Fig. 1: a small window of the routed layout
Region (20, 11) to (60, 51) µm. Cells in grey, sequential cells in the stronger grey; small squares are vias.
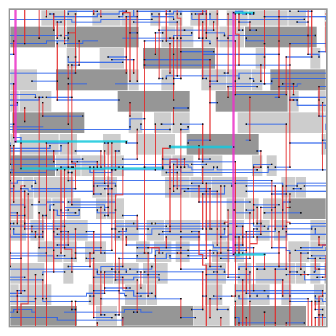
Fig. 2: signal wires on met3
Cells faint in the background.
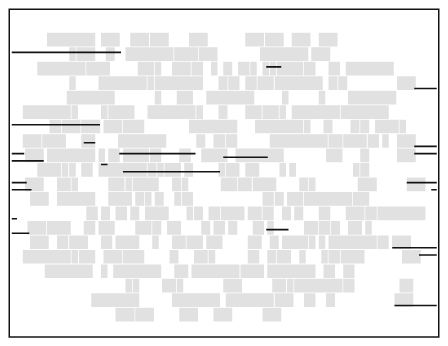
Fig. 3: clock wiring as the flow saved it
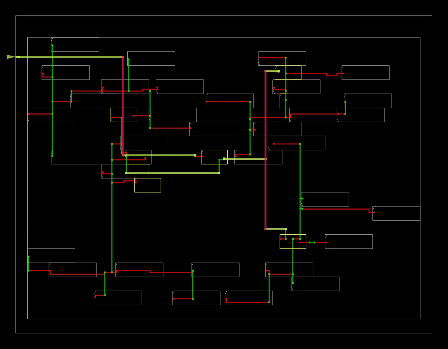
Fig. 4: wire density map
The bar under the picture is 20 µm long. 16 x 12 tiles, from white (low) to dark blue (high), scaled to the fullest tile. Values are wire area over tile area, all layers added.
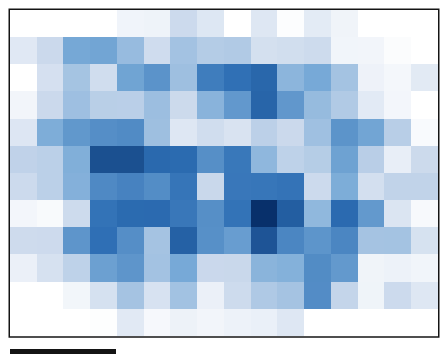
<file path="src/rtl/avg_pkg.sv">
// rtl/avg_pkg.sv - shared widths and group state type for the averaging RAM writer
package avg_pkg;

   localparam int AVG_DATA_W = 8;
   localparam int AVG_NUM    = 4;
   localparam int AVG_ADDR_W = 9;

   localparam int CNT_W = $clog2(AVG_NUM);
   localparam int ACC_W = AVG_DATA_W + CNT_W;

   typedef enum logic {
      GRP_EMPTY,
      GRP_FILLING
   } grp_state_t;

endpackage

</file>
<file path="src/rtl/ram_addr_gen.sv">
// rtl/ram_addr_gen.sv - result RAM write address counter with sticky wrap flag
module ram_addr_gen
   import avg_pkg::*;
#(
   parameter int ADDR_W = AVG_ADDR_W
) (
   input  logic              clk,
   input  logic              reset_n,
   input  logic              wr_i,
   input  logic              clr_i,
   output logic [ADDR_W-1:0] addr_o,
   output logic              wrapped_o
);

   logic [ADDR_W-1:0] addr_q, addr_d;
   logic              wrapped_q, wrapped_d;

   // advance after each write pulse; clear beats the advance
   always_comb begin
      addr_d    = addr_q;
      wrapped_d = wrapped_q;
      if (clr_i) begin
         addr_d    = '0;
         wrapped_d = 1'b0;
      end else if (wr_i) begin
         addr_d = addr_q + ADDR_W'(1);
         if (&addr_q) begin
            wrapped_d = 1'b1;
         end
      end
   end

   // address and wrap state registers
   always_ff @(posedge clk or negedge reset_n) begin
      if (!reset_n) begin
         addr_q    <= '0;
         wrapped_q <= 1'b0;
      end else begin
         addr_q    <= addr_d;
         wrapped_q <= wrapped_d;
      end
   end

   assign addr_o    = addr_q;
   assign wrapped_o = wrapped_q;

endmodule

</file>
<file path="src/rtl/avg_ram_writer.sv">
// rtl/avg_ram_writer.sv - sums groups of FIFO bytes and writes their averages to RAM
module avg_ram_writer
   import avg_pkg::*;
#(
   parameter int DATA_W  = AVG_DATA_W,
   parameter int NUM_AVG = AVG_NUM,
   parameter int ADDR_W  = AVG_ADDR_W
) (
   input  logic                       clk,
   input  logic                       reset_n,
   input  logic                       rd_fifo,
   input  logic [DATA_W-1:0]          fifo_data,
   input  logic                       ram_clr,
   output logic                       ram_wr,
   output logic [ADDR_W-1:0]          ram_addr,
   output logic [DATA_W-1:0]          ram_wr_data,
   output logic [$clog2(NUM_AVG)-1:0] grp_cnt,
   output logic                       ram_wrapped
);

   // package widths describe the default configuration; other sizes derive their own
   localparam int GC_W  = (NUM_AVG == AVG_NUM) ? CNT_W : $clog2(NUM_AVG);
   localparam int SUM_W = (NUM_AVG == AVG_NUM && DATA_W == AVG_DATA_W) ? ACC_W : DATA_W + GC_W;
   localparam logic [GC_W-1:0] LAST_CNT = GC_W'(NUM_AVG - 1);

   logic              smp_vld_q;
   logic              take;
   grp_state_t        state_q, state_d;
   logic [GC_W-1:0]   cnt_q, cnt_d;
   logic [SUM_W-1:0]  acc_q, acc_d;
   logic [SUM_W-1:0]  sum;
   logic              wr_q, wr_d;
   logic [DATA_W-1:0] wr_data_q, wr_data_d;

   // a sample coinciding with ram_clr is dropped
   assign take = smp_vld_q & ~ram_clr;
   // first sample of a group loads, later samples accumulate
   assign sum  = ((cnt_q == '0) ? '0 : acc_q) + SUM_W'(fifo_data);

   // group FSM, accumulator and average write generation
   always_comb begin
      state_d   = state_q;
      cnt_d     = cnt_q;
      acc_d     = acc_q;
      wr_d      = 1'b0;
      wr_data_d = wr_data_q;
      if (ram_clr) begin
         state_d = GRP_EMPTY;
         cnt_d   = '0;
         acc_d   = '0;
      end else if (take) begin
         acc_d = sum;
         case (state_q)
            GRP_EMPTY: begin
               state_d = GRP_FILLING;
               cnt_d   = GC_W'(1);
            end
            default: begin
               if (cnt_q == LAST_CNT) begin
                  state_d   = GRP_EMPTY;
                  cnt_d     = '0;
                  wr_d      = 1'b1;
                  wr_data_d = sum[SUM_W-1:GC_W];
               end else begin
                  cnt_d = cnt_q + GC_W'(1);
               end
            end
         endcase
      end
   end

   // state registers; smp_vld tracks the FIFO read latency
   always_ff @(posedge clk or negedge reset_n) begin
      if (!reset_n) begin
         smp_vld_q <= 1'b0;
         state_q   <= GRP_EMPTY;
         cnt_q     <= '0;
         acc_q     <= '0;
         wr_q      <= 1'b0;
         wr_data_q <= '0;
      end else begin
         smp_vld_q <= rd_fifo;
         state_q   <= state_d;
         cnt_q     <= cnt_d;
         acc_q     <= acc_d;
         wr_q      <= wr_d;
         wr_data_q <= wr_data_d;
      end
   end

   ram_addr_gen #(
      .ADDR_W (ADDR_W)
   ) u_addr (
      .clk       (clk),
      .reset_n   (reset_n),
      .wr_i      (wr_q),
      .clr_i     (ram_clr),
      .addr_o    (ram_addr),
      .wrapped_o (ram_wrapped)
   );

   assign ram_wr      = wr_q;
   assign ram_wr_data = wr_data_q;
   assign grp_cnt     = cnt_q;

endmodule

</file>
<file path="config.mk">
export PLATFORM = sky130hd
export DESIGN_NAME = avg_ram_writer
export DESIGN_NICKNAME = d
export VERILOG_FILES = /design/src/rtl/avg_pkg.sv /design/src/rtl/ram_addr_gen.sv /design/src/rtl/avg_ram_writer.sv
export SDC_FILE = /design/constraint.sdc
export NUM_CORES = 1
export LEC_CHECK = 0
export ABC_AREA = 0
export CORE_ASPECT_RATIO = 0.75
export CORE_MARGIN = 2
export CORE_UTILIZATION = 45
export DETAILED_ROUTE_END_ITERATION = 8
export HOLD_SLACK_MARGIN = 0.05
export PLACE_DENSITY = 0.69
export SYNTH_ARGS = -nofsm -noshare
export SYNTH_HDL_FRONTEND = slang
export SYNTH_SLANG_ARGS = --single-unit
</file>
<file path="constraint.sdc">
create_clock -name clk -period 5.7 [get_ports clk]
set_input_delay 0.855 -clock clk [delete_from_list [all_inputs] [get_ports clk]]
set_output_delay 0.855 -clock clk [all_outputs]
set_load 0.1 [all_outputs]
</file>
==> Changelog: implementation <==
### Implementation results

* Adder Area Share at 8.62%
* CP cell instances: clkdlybuf4s50_1, nand4b_1, inv_1, mux2_2
* Most frequent cells after synthesis: dfrtp_1 (33), nor2_1 (24), a21oi_1 (15), nand2_1 (15), ha_1 (12)
* Reg2reg path depth at 11
* Worst-path fanout max at 28
* Die height at approximately 61 µm
* Tmin final at between 3 and 4 ns
* Combinational power at about 0.098 mW
* Gate power share at between 10% and 20%
* Top logic family: simple AND/OR/NAND/NOR gates
* Mapped Nets at between 200 and 250
* Cell area power density at between 200 and 250 nW/µm²
* Most frequent cell after synthesis: dfrtp_1
* Count of multi-input gates at ~160
* Clock Power Share at roughly 40%
* Final core occ at 59.2%
* Worst Hold Launch: ram_wr_data[1]
* Fmax at about 320 MHz
* Final setup margin at approximately 2.6 ns
* Placer Congestion at 0.802
* Yosys cell count at roughly 210
* Final wirelength at just over 4 mm
* Switching fraction of total power at 27.1%
* Via density at approximately 5.3
* Setup violators final at 0
* Yosys warns at 0
* Port Buf Inserts at 32
* Maximum vdd drop at 0.000155 V
* RSZ-0062 raised after global routing: no
* Core area at 4130 µm²
* Mapped cell area at between 1500 and 2000 µm²
* Hold_buf cts at 0
* Synth Area in XOR/XNOR at approximately 3.1%
* Crit path to: ram_wr_data[2]
* Area leader, netlist: dfrtp_1
* Crit path from: ram_clr
* Syn avg cell area at between 9 and 10 µm²
* Top-area cell share at 41.9%
* Final instance area at 2450 µm²
* Mux cell area share after synthesis at under 10%
* DP Wirelength at between 2 and 3 mm
* Seq/Total Area, Yosys at between 40% and 50%
* Switching Power at ~0.16 mW
* Crit share post-route at a little over half
* Std-Cell Rows at 20
* Cts repair resizes at 0
* Worst reg2reg path endpoint: acc_q[8]
* Tapcells at approximately 55
* Comb/total area at between 40% and 50%
* Yosys aoi share at between 10% and 20%
* Placed cell areas at between 2000 and 2500 µm²
* Tool warnings at 27
* Critical R2R Launch: grp_cnt[0]
* Highest-power group: registers
* Min-Delay Path Class: register to register
* Total Power at around 0.58 mW
* WP data arrival at around 3.3 ns
* Detailed-route DRC error count at 0
* Buffers, non-clock at 33
* Crit path buf inv count at 2
* Die outline width at between 80 and 90 µm
* Via Count at 1586
* Final Max Tran Viols at 0
* WS Path Type: input port to register
* Signal buf overhead at 13.4%
* Post-synth EDFFs at 0
* Clk buf depth at 2
* Worst hold slack at about 0.48 ns
* Area Growth Syn to Fin at 24.0%
* Worst slew margin relative to its limit at approximately 33%
* Hold path depth at 2
* Nets at about 270
* Main flop type: dfrtp_1
* Max cap viols at 0
* Total global routing overflow at 0
* Leakage power at around 1.1 nW
* Ranking of synthesized cells by area: dfrtp_1 (42%), ha_1 (7.6%), nor2_1 (4.6%), a21oi_1 (3.8%), mux2i_1 (3.6%)
* Seq power at 0.251 mW
* Clk slew on worst S/H paths at 0.07 ns
* Pin count of the biggest net entering global routing at 34
* Status: finished clean
* Clock-cell share at 4.76%
* Post-Layout Cell Count at ~300
* Sequential share of cell area at about a third
* Fill cells at 377
* Highest-delay cell along the critical path: clkdlybuf4s50_1
* Delay-heaviest family, CP: buffers and inverters
* Sequential Area at 826 µm²
* Die Size at 4940 µm²
* Initial antenna violation count at 0
* Most frequent logic cell in the layout: dfrtp_1
* Sequential share of power at between 40% and 50%
* Antenna viol nets, final at 0
* Logic area at about 1100 µm²
* Internal power at 0.421 mW
* Clk root buf: clkbuf_8
* Final hold violations at 0
* Most frequent cells in the layout: dfrtp_1 (33), clkdlybuf4s50_1 (32), nor2_1 (24)
* Layout cells sized above 1 at approximately 5.7%
* Sequential cell count at 33
* Cells after Synth at approximately 210
* Synth Register Bits at 33
* Tightest Pin Transition at between 1 and 1.5 ns
* R2R Setup Slk at 2.83 ns
* Number of DRC markers in iteration 0 at a little over 60
* Critical path depth at 4
* Latency at later pin at 0.29 ns
* First-pass GRT wire length at 7.04 mm
* Crit start category: input port
* Largest cell class: combinational gates
* First-pass DRT Iterations at 4
* Async SR Flop Fraction at 100%
* Inverters at 7
* Setup TNS at 0 ns
* H-tree depth at 2
* Post CTS Setup Buffer Count at 0
* Num ports at 33
* Pre-CTS WS at ~2.3 ns
* Crit path DRT at between 5 and 6 ns
* Dpl cells at a little under 300
* Worst hold endpoint: ram_wr_data[1]
* Crit end category: register
About Fig. 1:
layer	colour
M2	red
M1	blue
M3	cyan
M4	magenta
sequential cells in the window	15
cells with their middle in the window	124
most frequent	nor2_1 (15), dfrtp_1 (15), nand2_1 (11)
netlist names of flops here include	ram_wr_data (5), u_addr.addr_o (5), acc_q (3)

About Fig. 2:
share of all routed wire	3.4%
wire length on this layer	140 µm
longest straight run	20.2 µm
nets with wire on the layer	19
main direction	horizontal

About Fig. 3:
clk pwr: 0.228 mW
CTS Sinks: 33
Clock Skew: 0.00645 ns
final-layout clock buffer total: 7
TritonCTS buffer count: 5

About Fig. 4:
nearly empty tiles	13%
mean over tiles	0.13
fullest tile	0.39
per-cell routed wire length: 13.6 µm
Overall Global Routing Usage: 19.0%

[metal layers]
metal	routed length (µm)	vias to the layer above	global-route usage, %
li1	-	819	-
met1	2200	737	26.5
met2	1680	25	28.8
met3	139	5	4.69
met4	49	0	7.75
met5	0	-	0
[cells by family after synthesis]
logic type / after synthesis
buf+inv: 16
compound gates: 48
fa+ha+maj: 13
simple gates: 86
xor+xnor: 7
flops: 33
mux: 9
[state kept, by name, indices dropped and copies added, names as in the netlist]
name              flops
acc_q                10
u_addr.addr_o         9
ram_wr_data           8
grp_cnt               2
ram_wr                1
smp_vld_q             1
state_q               1
u_addr.wrapped_o      1
Power figures rest on the tool's default switching activity, not on a simulated workload.
